--- src/rtl/clkdiv_pkg.sv ---
// Shared parameters and helpers for the multi-channel programmable clock divider.
package clkdiv_pkg;

  localparam int unsigned CLKDIV_DIV_W       = 16;
  localparam int unsigned CLKDIV_DEFAULT_DIV = 3;

  // Channel-index width, never narrower than one bit.
  function automatic int unsigned ch_w(input int unsigned n);
    return (n <= 2) ? 1 : $clog2(n);
  endfunction

endpackage

--- src/rtl/clk_div_channel.sv ---
// One divider channel: half-period counter, active/pending divisor, clkout, tick and pend.
module clk_div_channel
  import clkdiv_pkg::*;
#(
  parameter int unsigned DIV_W       = CLKDIV_DIV_W,
  parameter int unsigned DEFAULT_DIV = CLKDIV_DEFAULT_DIV
) (
  input  logic             clk,
  input  logic             rst_n,
  input  logic             en,
  input  logic             wr,
  input  logic [DIV_W-1:0] wr_div,
  output logic             clkout,
  output logic             tick,
  output logic             pend
);

  logic [DIV_W-1:0] cnt;
  logic [DIV_W-1:0] div_act;
  logic [DIV_W-1:0] div_pend;
  logic             last;

  assign last = (cnt == div_act - DIV_W'(1));

  always_ff @(posedge clk or negedge rst_n) begin
    if (!rst_n) begin
      cnt      <= '0;
      div_act  <= DIV_W'(DEFAULT_DIV);
      div_pend <= '0;
      pend     <= 1'b0;
      clkout   <= 1'b0;
      tick     <= 1'b0;
    end else if (!en) begin
      cnt    <= '0;
      clkout <= 1'b0;
      tick   <= 1'b0;
      if (wr) begin
        div_act <= wr_div;
        pend    <= 1'b0;
      end else if (pend) begin
        div_act <= div_pend;
        pend    <= 1'b0;
      end
    end else begin
      tick <= last & ~clkout;
      if (last) begin
        cnt    <= '0;
        clkout <= ~clkout;
      end else begin
        cnt <= cnt + DIV_W'(1);
      end
      // A write landing on the falling boundary is held for the following one.
      if (wr) begin
        div_pend <= wr_div;
        pend     <= 1'b1;
      end else if (last && clkout && pend) begin
        div_act <= div_pend;
        pend    <= 1'b0;
      end
    end
  end

endmodule

--- src/rtl/clk_divider_multi.sv ---
// NCH independent glitch-free programmable clock dividers with write decode and reject flag.
module clk_divider_multi
  import clkdiv_pkg::*;
#(
  parameter int unsigned NCH         = 4,
  parameter int unsigned DIV_W       = CLKDIV_DIV_W,
  parameter int unsigned DEFAULT_DIV = CLKDIV_DEFAULT_DIV
) (
  input  logic                   clk,
  input  logic                   rst_n,
  input  logic [NCH-1:0]         en,
  input  logic                   wr_en,
  input  logic [ch_w(NCH)-1:0]   wr_ch,
  input  logic [DIV_W-1:0]       wr_div,
  output logic                   wr_err,
  output logic [NCH-1:0]         clkout,
  output logic [NCH-1:0]         tick,
  output logic [NCH-1:0]         pend
);

  localparam int unsigned   CHW   = ch_w(NCH);
  localparam logic [CHW:0]  NCH_L = (CHW+1)'(NCH);

  logic           wr_ok;
  logic [NCH-1:0] wr_sel;

  // Channel index is widened by one bit so NCH itself is representable in the range check.
  assign wr_ok = wr_en && (wr_div != '0) && ({1'b0, wr_ch} < NCH_L);

  always_comb begin
    wr_sel = '0;
    for (int unsigned i = 0; i < NCH; i++) begin
      wr_sel[i] = wr_ok && (wr_ch == CHW'(i));
    end
  end

  always_ff @(posedge clk or negedge rst_n) begin
    if (!rst_n) begin
      wr_err <= 1'b0;
    end else begin
      wr_err <= wr_en && !wr_ok;
    end
  end

  for (genvar g = 0; g < NCH; g++) begin : g_ch
    clk_div_channel #(
      .DIV_W       (DIV_W),
      .DEFAULT_DIV (DEFAULT_DIV)
    ) u_ch (
      .clk    (clk),
      .rst_n  (rst_n),
      .en     (en[g]),
      .wr     (wr_sel[g]),
      .wr_div (wr_div),
      .clkout (clkout[g]),
      .tick   (tick[g]),
      .pend   (pend[g])
    );
  end

endmodule

--- config.mk ---
export PLATFORM = sky130hd
export DESIGN_NAME = clk_divider_multi
export DESIGN_NICKNAME = d
export VERILOG_FILES = /design/src/rtl/clkdiv_pkg.sv /design/src/rtl/clk_div_channel.sv /design/src/rtl/clk_divider_multi.sv
export SDC_FILE = /design/constraint.sdc
export NUM_CORES = 1
export LEC_CHECK = 0
export CAP_MARGIN = 20
export CORE_MARGIN = 4
export CORE_UTILIZATION = 40
export CTS_CLUSTER_DIAMETER = 80
export DETAILED_ROUTE_END_ITERATION = 10
export GPL_TIMING_DRIVEN = 0
export PLACE_DENSITY_LB_ADDON = 0.2
export SYNTH_ARGS = -nofsm -noshare
export SYNTH_HDL_FRONTEND = slang
export SYNTH_SLANG_ARGS = --single-unit
export TNS_END_PERCENT = 50
--- constraint.sdc ---
create_clock -name clk -period 4.5 [get_ports clk]
set_input_delay 0.45 -clock clk [delete_from_list [all_inputs] [get_ports clk]]
set_output_delay 0.45 -clock clk [all_outputs]
set_load 0.1 [all_outputs]
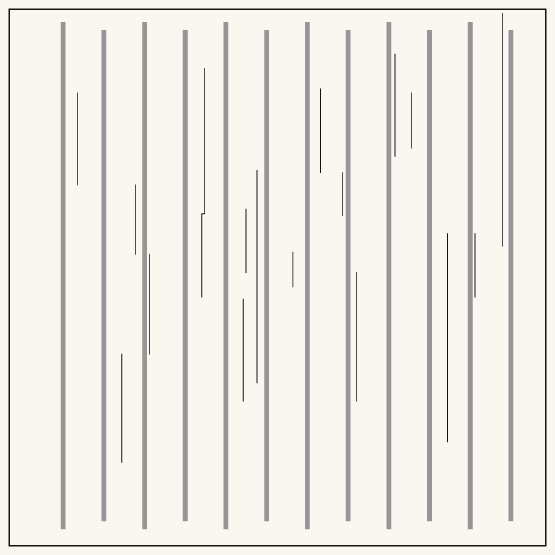
run_1/layer_met4.png
Scale: 3 px per micron. Supply wires on this layer in gray.
8 nets have wire on it. The layer carries 643 microns of wire. The layer holds 2.5% of the routed length. The wires run mostly vertical.

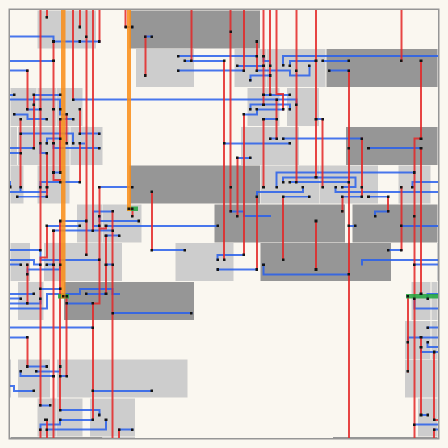
run_1/detail.png
Window x 74 to 104, y 38 to 68 microns. Cells in gray, sequential cells in the stronger gray; small squares are vias.
Key: blue = metal 1; green = metal 3; orange = metal 4; red = metal 2
Sequential cells in the window: 8. 38 logic cells have their middle in the window. Netlist names of flops here include g_ch.u_ch.div_act (3), g_ch.u_ch.div_pend (3). Most frequent: dfrtp_1 (8), mux2_2 (4).

==> metrics.cfg, run 1 <==
[setup_path]
ff2ff_path_depth = 11
cp.required_ns = 4.90
critPathBufInv = 2
path_cells = inv_1 > ha_1 > or4b_1 > nor2_1 > xor2_1 > o221a_2 > o21ai_1 > o2111ai_1 > o32ai_2 > buf_4 > mux2_2
endpoint_kind = register
critical_path_class = register to register

[routing]
routed-wl-met2_microns = 11960
drtPass1Iterations = 5
vias_per_cell = 5.318
wl_met3_microns = 796

[die]
fp_util = 0.4053
coreArea_sq_um = 28630
die_w_microns = 178.3
io_pins = 38

[sta]
final-setup-viol-count = 0
rsz0062_at_grt = no
hold_viol_final = 0
layout_min_cycle_time_ns = 3.714

[pwr]
cellPowerDensity_nw_per_um2 = 460.7
p_clk_frac = 0.310
pg_comb_mw = 1.61
seq-power_mw = 2.61
switching_share = 0.3114

[clocking]
root_buffer = clkbuf_16
clk_pin_slew_ns = 0.06
cts_inserted_buffers = 23
clk_latency_ns = 0.52

[global_route]
antenna_found_initial = 0
grt_max_degree = 86

[placement]
dp.cells = 1506
place_congestion = 0.8101

[synthesis]
largest_area_cell = dfrtp_1
syn_avg_cell_area_sq_um = 10.68
async_reset_ff_frac = 1.000
yosysUniqueCellTypes = 80
edf_count = 0
synth_seq_share = 0.4431

[cells_and_area]
instances_no_fill = 1548
drive_gt1_frac = 0.2113

[min_path]
min_to = g_ch[1].u_ch.pend$_DFFE_PN0P_

[flow_run]
cap_violations = 0

[run_status]
status = finished clean

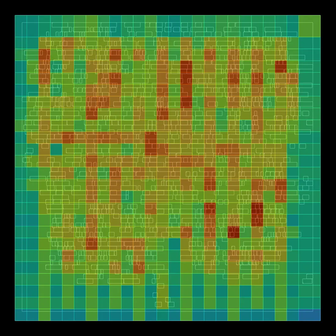
run_1/congestion.png
met3 usage: 0.02014
final core utilization: 0.4632
met2 Use GR: 0.2700
gr usage total: 0.1658
routed len/inst: 16.87 microns

## run 1: flip-flops by register name, indices dropped and copies added, names as in the netlist
register            flops
g_ch.u_ch.pend          4
g_ch.u_ch.cnt          64
g_ch.u_ch.clkout        4
wr_err                  1
g_ch.u_ch.tick          4
g_ch.u_ch.div_pend     64
g_ch.u_ch.div_act      64
## run 1: cells in the final DEF, fill, tap and decap left out, types with 8 or more instances in the layout
cell type and instances:
or3_1 25, o21ai_0 21, clkbuf_16 23, nand2b_1 22, xor2_1 67, nand2_1 48
mux2_2 134, xnor2_1 67, o221a_2 18, clkdlybuf4s50_1 33, nor4_1 21, nand4_1 14
clkbuf_1 35, nor2_1 110, nand3_1 55, ha_1 8, inv_1 22, or4_1 8
and3_1 19, clkbuf_8 9, nor3_1 21, buf_4 14, dfstp_2 8, mux2i_1 19
and2_1 8, dfrtp_1 197
## run 1: logic make-up (layout without fill, tap and decap cells)
group                    after synthesis  count (layout)  synth area share
AND/OR/NAND/NOR                      398             398            0.1843
multiplexers                         165             165            0.1604
flip-flops                           205             205            0.4431
XOR/XNOR                             134             134            0.1012
adder cells (fa/ha/maj)                8               8          0.008628
AND-OR/OR-AND                        101             101           0.07108
buffers and inverters                 75             153           0.03138
## run 1: worst max path at each step
stage / startpoint / end / slack (ns) / depth (start not counted)
final: g_ch[3].u_ch.div_act[0]$_DFFE_PN1P_ / g_ch[3].u_ch.div_act[10]$_DFFE_PN0P_ / 0.79 / 11
after global routing: g_ch[3].u_ch.div_act[0]$_DFFE_PN1P_ / g_ch[3].u_ch.div_act[15]$_DFFE_PN0P_ / 0.46 / 11
after CTS: g_ch[3].u_ch.div_act[0]$_DFFE_PN1P_ / g_ch[3].u_ch.div_act[15]$_DFFE_PN0P_ / 0.78 / 11
after detailed placement: wr_div[8] / g_ch[0].u_ch.div_act[11]$_DFFE_PN0P_ / 0.56 / 10
after global placement: rst_n / g_ch[3].u_ch.cnt[10]$_DFF_PN0_ / -6.01 / 1
after floorplan: g_ch[3].u_ch.div_act[0]$_DFFE_PN1P_ / g_ch[3].u_ch.div_act[10]$_DFFE_PN0P_ / 1.29 / 11
## run 1: area by class of cell
class / instances / area, sq um
tap: 384 / 480.5
multi-input combinational: 806 / 6097
fill: 2686 / 15360
inverter: 22 / 82.58
timing repair buffer: 37 / 410.4
sequential: 205 / 5140
buffer: 53 / 281.5
clock buffer: 36 / 714.4
clock inverter: 5 / 53.80
## run 1: worst reg2reg max path: cells and delay by family (launching register included)
kind	cells	cell delay [ns]
compound gates	4	1.27
simple gates	2	0.80
flops	1	0.41
buf+inv	2	0.39
mux	1	0.35
fa+ha+maj	1	0.28
xor+xnor	1	0.11
## run 1: what timing repair did
action | in CTS | in global routing
hold buffers | 1 | 0
buffers inserted | 0 | 0
hold endpoints to repair | 51 | 0
resized | 0 | 0
## run 1: through the flow
stage,TNS [ns],setup WS [ns]
floorplan,0,1.293
global placement,-1205.21,-6.011
detailed placement,0,0.5554
CTS,0,0.7751
global route,0,0.4646
finish,0,0.7861
## run 1: metal layers
layer / up-vias / GRT usage
li1: 4014 / -
met1: 4081 / 0.2357
met2: 94 / 0.2700
met3: 43 / 0.02014
met4: 0 / 0.04285
met5: - / 0
run_1/logic_types.png
Scale: 3 px per micron.
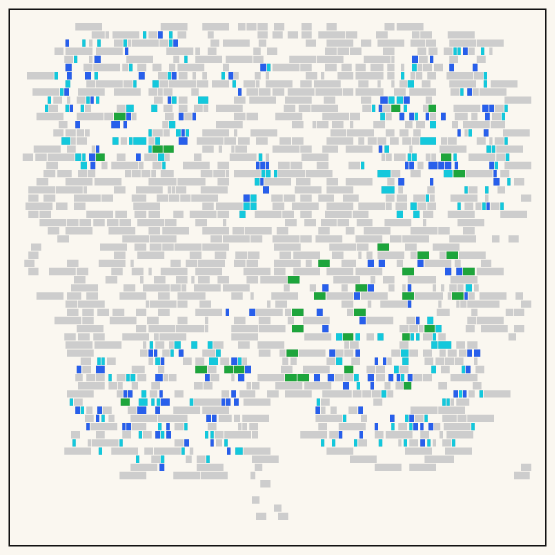

==> run 1 -> run 2 <==
Clock period 4.5 ns to 2.99 ns, I/O delays scaled along.
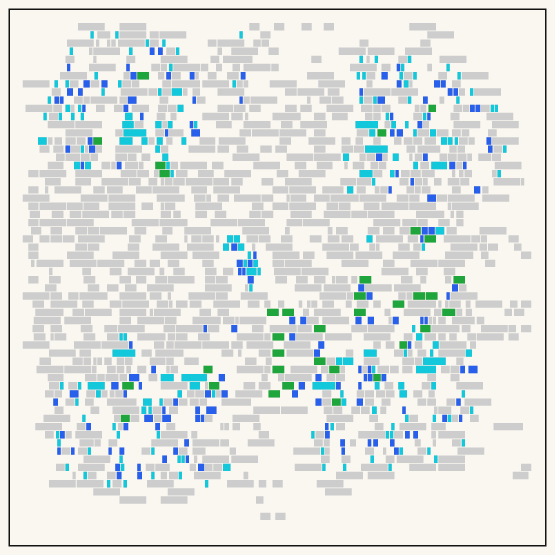
run_2/logic_types.png
Scale: 3 px per micron.
Key: cyan = nor cells [cells 172, where widely spread]; green = non-inverting ao/oa cells [cells 34]; blue = nand cells [cells 147, where widely spread]

==> run 2 against run 1 <==
The flow now finishes with violations (negative setup slack); area after synthesis is the same; sequential share of layout area is 2.7 points lower; cell area is 7.7% higher; critical endpoint is now g_ch[1].u_ch.div_act[10]$_DFFE_PN0P_; worst hold slack got worse by 0.15 ns; setup slack got worse by 0.85 ns; non-clock buffer count increased by 57.
==> metrics.cfg, run 2 <==
[die]
die_w_microns = 178.3  ; unchanged
fp_util = 0.4053  ; unchanged
io_pins = 38  ; unchanged

[synthesis]
syn_avg_cell_area_sq_um = 10.68  ; unchanged
edf_count = 0  ; unchanged
synth_seq_share = 0.4431  ; unchanged
ys_sh_adder = 0.008628  ; unchanged

[sta]
setup_tns_ns = -0.7796  ; -0.7796 ns
hold_viol_final = 0  ; unchanged
final-setup-viol-count = 28  ; +28
setup_ws_ns = -0.06577  ; -0.8518 ns
layout_min_cycle_time_ns = 3.056  ; -0.6582 ns
rsz0062_at_grt = yes

[cells_and_area]
layout_top_cells = dfrtp_1 (192), mux2_2 (120), nor2_1 (107), xnor2_1 (67), xor2_1 (67)
layout.cells.most_common = dfrtp_1
post-route-util = 0.4990  ; +0.03580

[setup_path]
endpoint_kind = register
critical_path_class = register to register
critPathBufInv = 2  ; unchanged
crit_start = g_ch[1].u_ch.div_act[0]$_DFFE_PN1P_
cp.required_ns = 3.40  ; -1.50 ns

[global_route]
grt_usage = 0.1757  ; +0.009834
grt_max_degree = 105  ; +22%
use_met2 = 0.2729  ; +0.002852
antenna_found_initial = 2  ; +2

[clocking]
clk_latency_ns = 0.53  ; about the same
cts_inserted_buffers = 25  ; +8.7%

[routing]
vias_per_cell = 5.308  ; -0.18%
wire_per_inst_microns = 17.34  ; +2.8%
drtPass1Iterations = 5  ; unchanged

[run_status]
violations = negative setup slack
status = complete, but fails checks

[pwr]
cellPowerDensity_nw_per_um2 = 694.4  ; +51%

[flow_run]
cap_violations = 0  ; unchanged

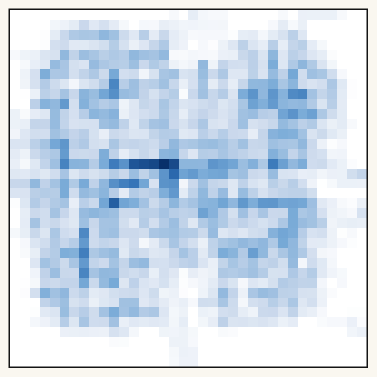
run_2/metal_density.png
Scale: 2 px per micron. 36 x 36 tiles, from white (low) to dark blue (high), scaled to the fullest tile. Values are wire area over tile area, all layers added.
The fullest tile reaches 0.68. The emptiest ninth of the die: lower right. The densest ninth of the die: center. The mean over all tiles is 0.14. 21% of the tiles are nearly empty. 5.0% of the tiles are over half the peak.

==> run 2: cells by family after synthesis <==
group,count (synthesis)
AOI/OAI and AO/OA,101
and+or+nand+nor,398
buffers and inverters,75
DFF,205
adders and majority gates,8
xor gates and xnor gates,134
muxes,165
==> run 2: power by group through the flow <==
stage               registers (mW)  clock network, mW  logic, mW
floorplan                     3.80                  0       2.00
global placement              3.99                  0       2.43
detailed placement            4.00                  0       2.48
CTS                           3.97               2.92       2.84
global route                  4.09               3.03       3.37
finish                        4.00               2.84       3.08
==> run 2: repair_timing <==
item | CTS | global route
setup buffers | 32 | 28
gates resized | 75 | 47
setup endpoints to repair | 128 | 115
hold buffers | 1 | 0
hold endpoints to repair | 99 | 0
cloned | 3 | 1
pin swaps | 21 | 28
==> run 2: metal layers <==
metal	vias up	share of wire	wire length [microns]
li1	4151	-	-
met1	4240	0.48	13410
met2	108	0.46	12800
met3	38	0.039	1081
met4	4	0.021	590
met5	-	0.00068	19
==> run 2: final cells by class <==
cell class	count	area [sq um]
plain buffers	48	314.1
clock buffers	39	728.2
clock inverters	6	37.54
fillers	2568	14340
inverters	22	82.58
multi-input cells	806	6555
flip-flops and latches	205	5146
well taps	384	480.5
repair buffers	99	940.9
==> run 2: through the flow <==
stage               std cells  worst slack, ns
floorplan                1086        0.0007048
global placement         1504           -7.454
detailed placement       1505          -0.7922
CTS                      1583          -0.2162
global route             1609          -0.1895
finish                   1609         -0.06577
==> run 2: final timing paths <==
check	to	slack, ns	depth (start not counted)
worst max-delay path	g_ch[1].u_ch.div_act[10]$_DFFE_PN0P_	-0.07	11
max in group asynchronous	g_ch[0].u_ch.div_act[5]$_DFFE_PN0P_	1.59	3
worst max register to register	g_ch[1].u_ch.div_act[10]$_DFFE_PN0P_	-0.07	11
worst min-delay path	g_ch[1].u_ch.pend$_DFFE_PN0P_	0.12	2
worst min register to register	g_ch[0].u_ch.div_pend[10]$_DFFE_PN0P_	0.50	1
min in group asynchronous	g_ch[2].u_ch.cnt[1]$_DFF_PN0_	0.40	2
run_2/congestion.png
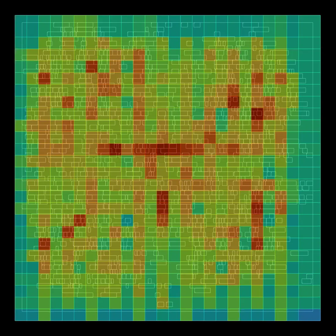

==> run 2 -> run 3 <==
Settings changed: CORE_UTILIZATION 40 to 50, MAX_ROUTING_LAYER set to met4.
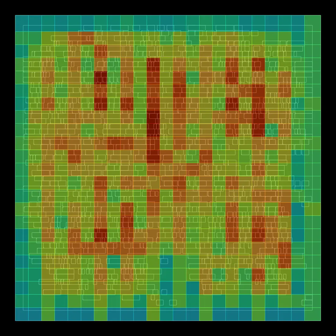
run_3/congestion.png
met3 usage: 0.02592
routed len/inst: 17.80 microns
grt peak-use layer: met2
gr usage total: 0.2115
met2 Use GR: 0.3370

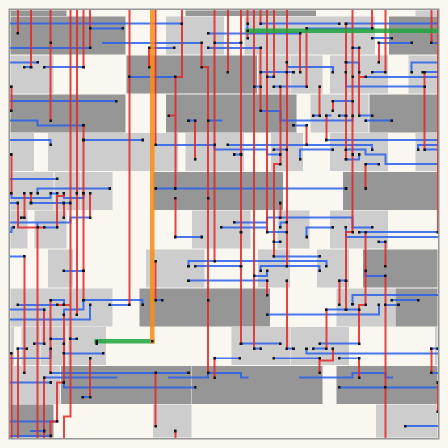
run_3/detail.png
Window x 65 to 95, y 33 to 63 microns. Cells in gray, sequential cells in the stronger gray; small squares are vias.
Key: green = metal 3; red = metal 2; orange = metal 4; blue = metal 1
46 logic cells have their middle in the window. Netlist names of flops here include g_ch.u_ch.div_act (6), g_ch.u_ch.div_pend (5). Most frequent: dfrtp_1 (11). Sequential cells in the window: 12.

==> run 3 against run 2 <==
The flow still finishes with violations (negative setup slack); global-route usage grew 3.6 points; via count increased by 0.97%; sequential share of layout area grew 0.22 points; die size down 19%; core utilization rose by 13 points; total power grew 1.5%; register-to-register slack got worse by 0.02 ns; synthesized cell count did not move; routed wire length decreased by 3.8%.
==> metrics.cfg, run 3 <==
[cells_and_area]
seq_area_sq_um = 5145  ; about the same
post-route-util = 0.6251  ; +0.1261
n_fill_cell = 1823  ; -29%
layout_top_cells = dfrtp_1 (193), mux2_2 (121), nor2_1 (106), xnor2_1 (67), xor2_1 (67)

[pwr]
p_clk_frac = 0.297
cellPowerDensity_nw_per_um2 = 708.9  ; +2.1%

[sta]
rsz0062_at_grt = yes
final-setup-viol-count = 34  ; +21%
hold_viol_final = 0  ; unchanged
setup_ws_ns = -0.08363  ; -0.01787 ns

[synthesis]
ys_warn_count = 0
edf_count = 0  ; unchanged
syn_avg_cell_area_sq_um = 10.68  ; unchanged
yosysChipArea_sq_um = 11600
synth_seq_share = 0.4431  ; unchanged
ys_sh_adder = 0.008628  ; unchanged

[min_path]
min_path_type = input pin to register

[die]
die_w_microns = 160.3  ; -10%
fp_util = 0.5109  ; +0.1056
io_pins = 38  ; unchanged

[run_status]
violations = negative setup slack
status = complete, but fails checks

[setup_path]
r2r_start = g_ch[0].u_ch.div_act[1]$_DFFE_PN1P_
crit_start = g_ch[0].u_ch.div_act[1]$_DFFE_PN1P_
endpoint_kind = register
critical_path_class = register to register
cp.required_ns = 3.39  ; about the same

[clocking]
cts_inserted_buffers = 23  ; -8.0%
clk_latency_ns = 0.52  ; about the same

[routing]
vias_per_cell = 5.719  ; +7.7%
drtPass1Iterations = 5  ; unchanged

[flow_run]
cap_violations = 0  ; unchanged

==> run 3: cell count changes in the layout (fill, tap and decap cells not counted), moves of 3 or more <==
cell             change
clkbuf_4             +3
clkbuf_16            -4
clkbuf_1             -4
clkbuf_2             -3
dlymetal6s2s_1       +3
o21ai_2              -3
clkdlybuf4s50_1      -3
bufinv_16            +3
==> run 3: path summary, 6_finish.rpt <==
check	end	slack (ns)	cells past startpoint
worst min register to register	g_ch[0].u_ch.div_pend[14]$_DFFE_PN0P_	0.50	1
worst min-delay path	g_ch[1].u_ch.pend$_DFFE_PN0P_	0.13	2
worst max register to register	g_ch[0].u_ch.div_act[9]$_DFFE_PN0P_	-0.08	13
max in group asynchronous	g_ch[1].u_ch.div_act[9]$_DFFE_PN0P_	1.58	3
min in group asynchronous	g_ch[2].u_ch.cnt[4]$_DFF_PN0_	0.41	2
worst max-delay path	g_ch[0].u_ch.div_act[9]$_DFFE_PN0P_	-0.08	13
==> run 3: repair_timing <==
item,CTS,global route
pin swaps,24,31
setup endpoints to repair,137,122
hold buffers,1,0
gates cloned,3,0
endpoints found under the hold margin,105,0
buffers inserted,37,24
resized,64,60
==> run 3: per-stage QoR <==
step	cells	TNS, ns	cell area (sq um)	worst slack, ns	hold WS, ns
6_report	1508	-1.399	14200	-0.08363	0.1320
5_1_grt	1508	-6.279	14200	-0.2091	0.1353
4_1_cts	1488	-2.735	13810	-0.2029	0.1152
3_5_place_dp	1406	-61.71	12440	-0.8107	0.4281
3_3_place_gp	1405	-1497.98	12410	-7.171	0.4822
2_1_floorplan	1086	0	11710	0.0007048	0.003409
==> run 3: layer usage <==
metal | wire length (microns) | GRT usage
met3 | 822 | 0.02592
met2 | 12720 | 0.3370
met1 | 12720 | 0.2942
met5 | 0 | -
met4 | 578 | 0.04537
==> run 3: cell type report <==
class / instances / share of cell area
repair buffers: 100 / 0.06540
plain buffers: 48 / 0.02186
flip-flops and latches: 205 / 0.3624
clock buffers: 34 / 0.04768
inverters: 22 / 0.005817
multi-input cells: 806 / 0.4630
well taps: 285 / 0.02512
clock inverters: 8 / 0.008726
==> run 3: cells by family (layout without fill, tap and decap cells) <==
logic type	Yosys count	after routing
AOI/OAI and AO/OA	101	101
xor gates and xnor gates	134	134
adders and majority gates	8	8
buffers and inverters	75	212
DFF	205	205
muxes	165	165
and+or+nand+nor	398	398
==> run 3: critical path, cell delays in order, from the launching register on <==
cell and delay, ns:
dfstp_2 0.38, inv_2 0.07, ha_4 0.13, or3b_4 0.39
buf_6 0.13, o31a_1 0.29, o21bai_1 0.17, a31oi_2 0.16
a31oi_2 0.20, nand4_1 0.11, o32a_1 0.36, buf_6 0.14
buf_12 0.14, mux2_4 0.30
==> run 3: power by group through the flow <==
stage | registers (mW) | clock network, mW | logic [mW]
floorplan | 3.80 | 0 | 2.00
global placement | 3.97 | 0 | 2.40
detailed placement | 3.98 | 0 | 2.47
CTS | 3.92 | 3.05 | 2.86
global route | 4.08 | 3.16 | 3.36
finish | 4.00 | 2.99 | 3.07
Power is estimated from default activity; no workload was simulated.
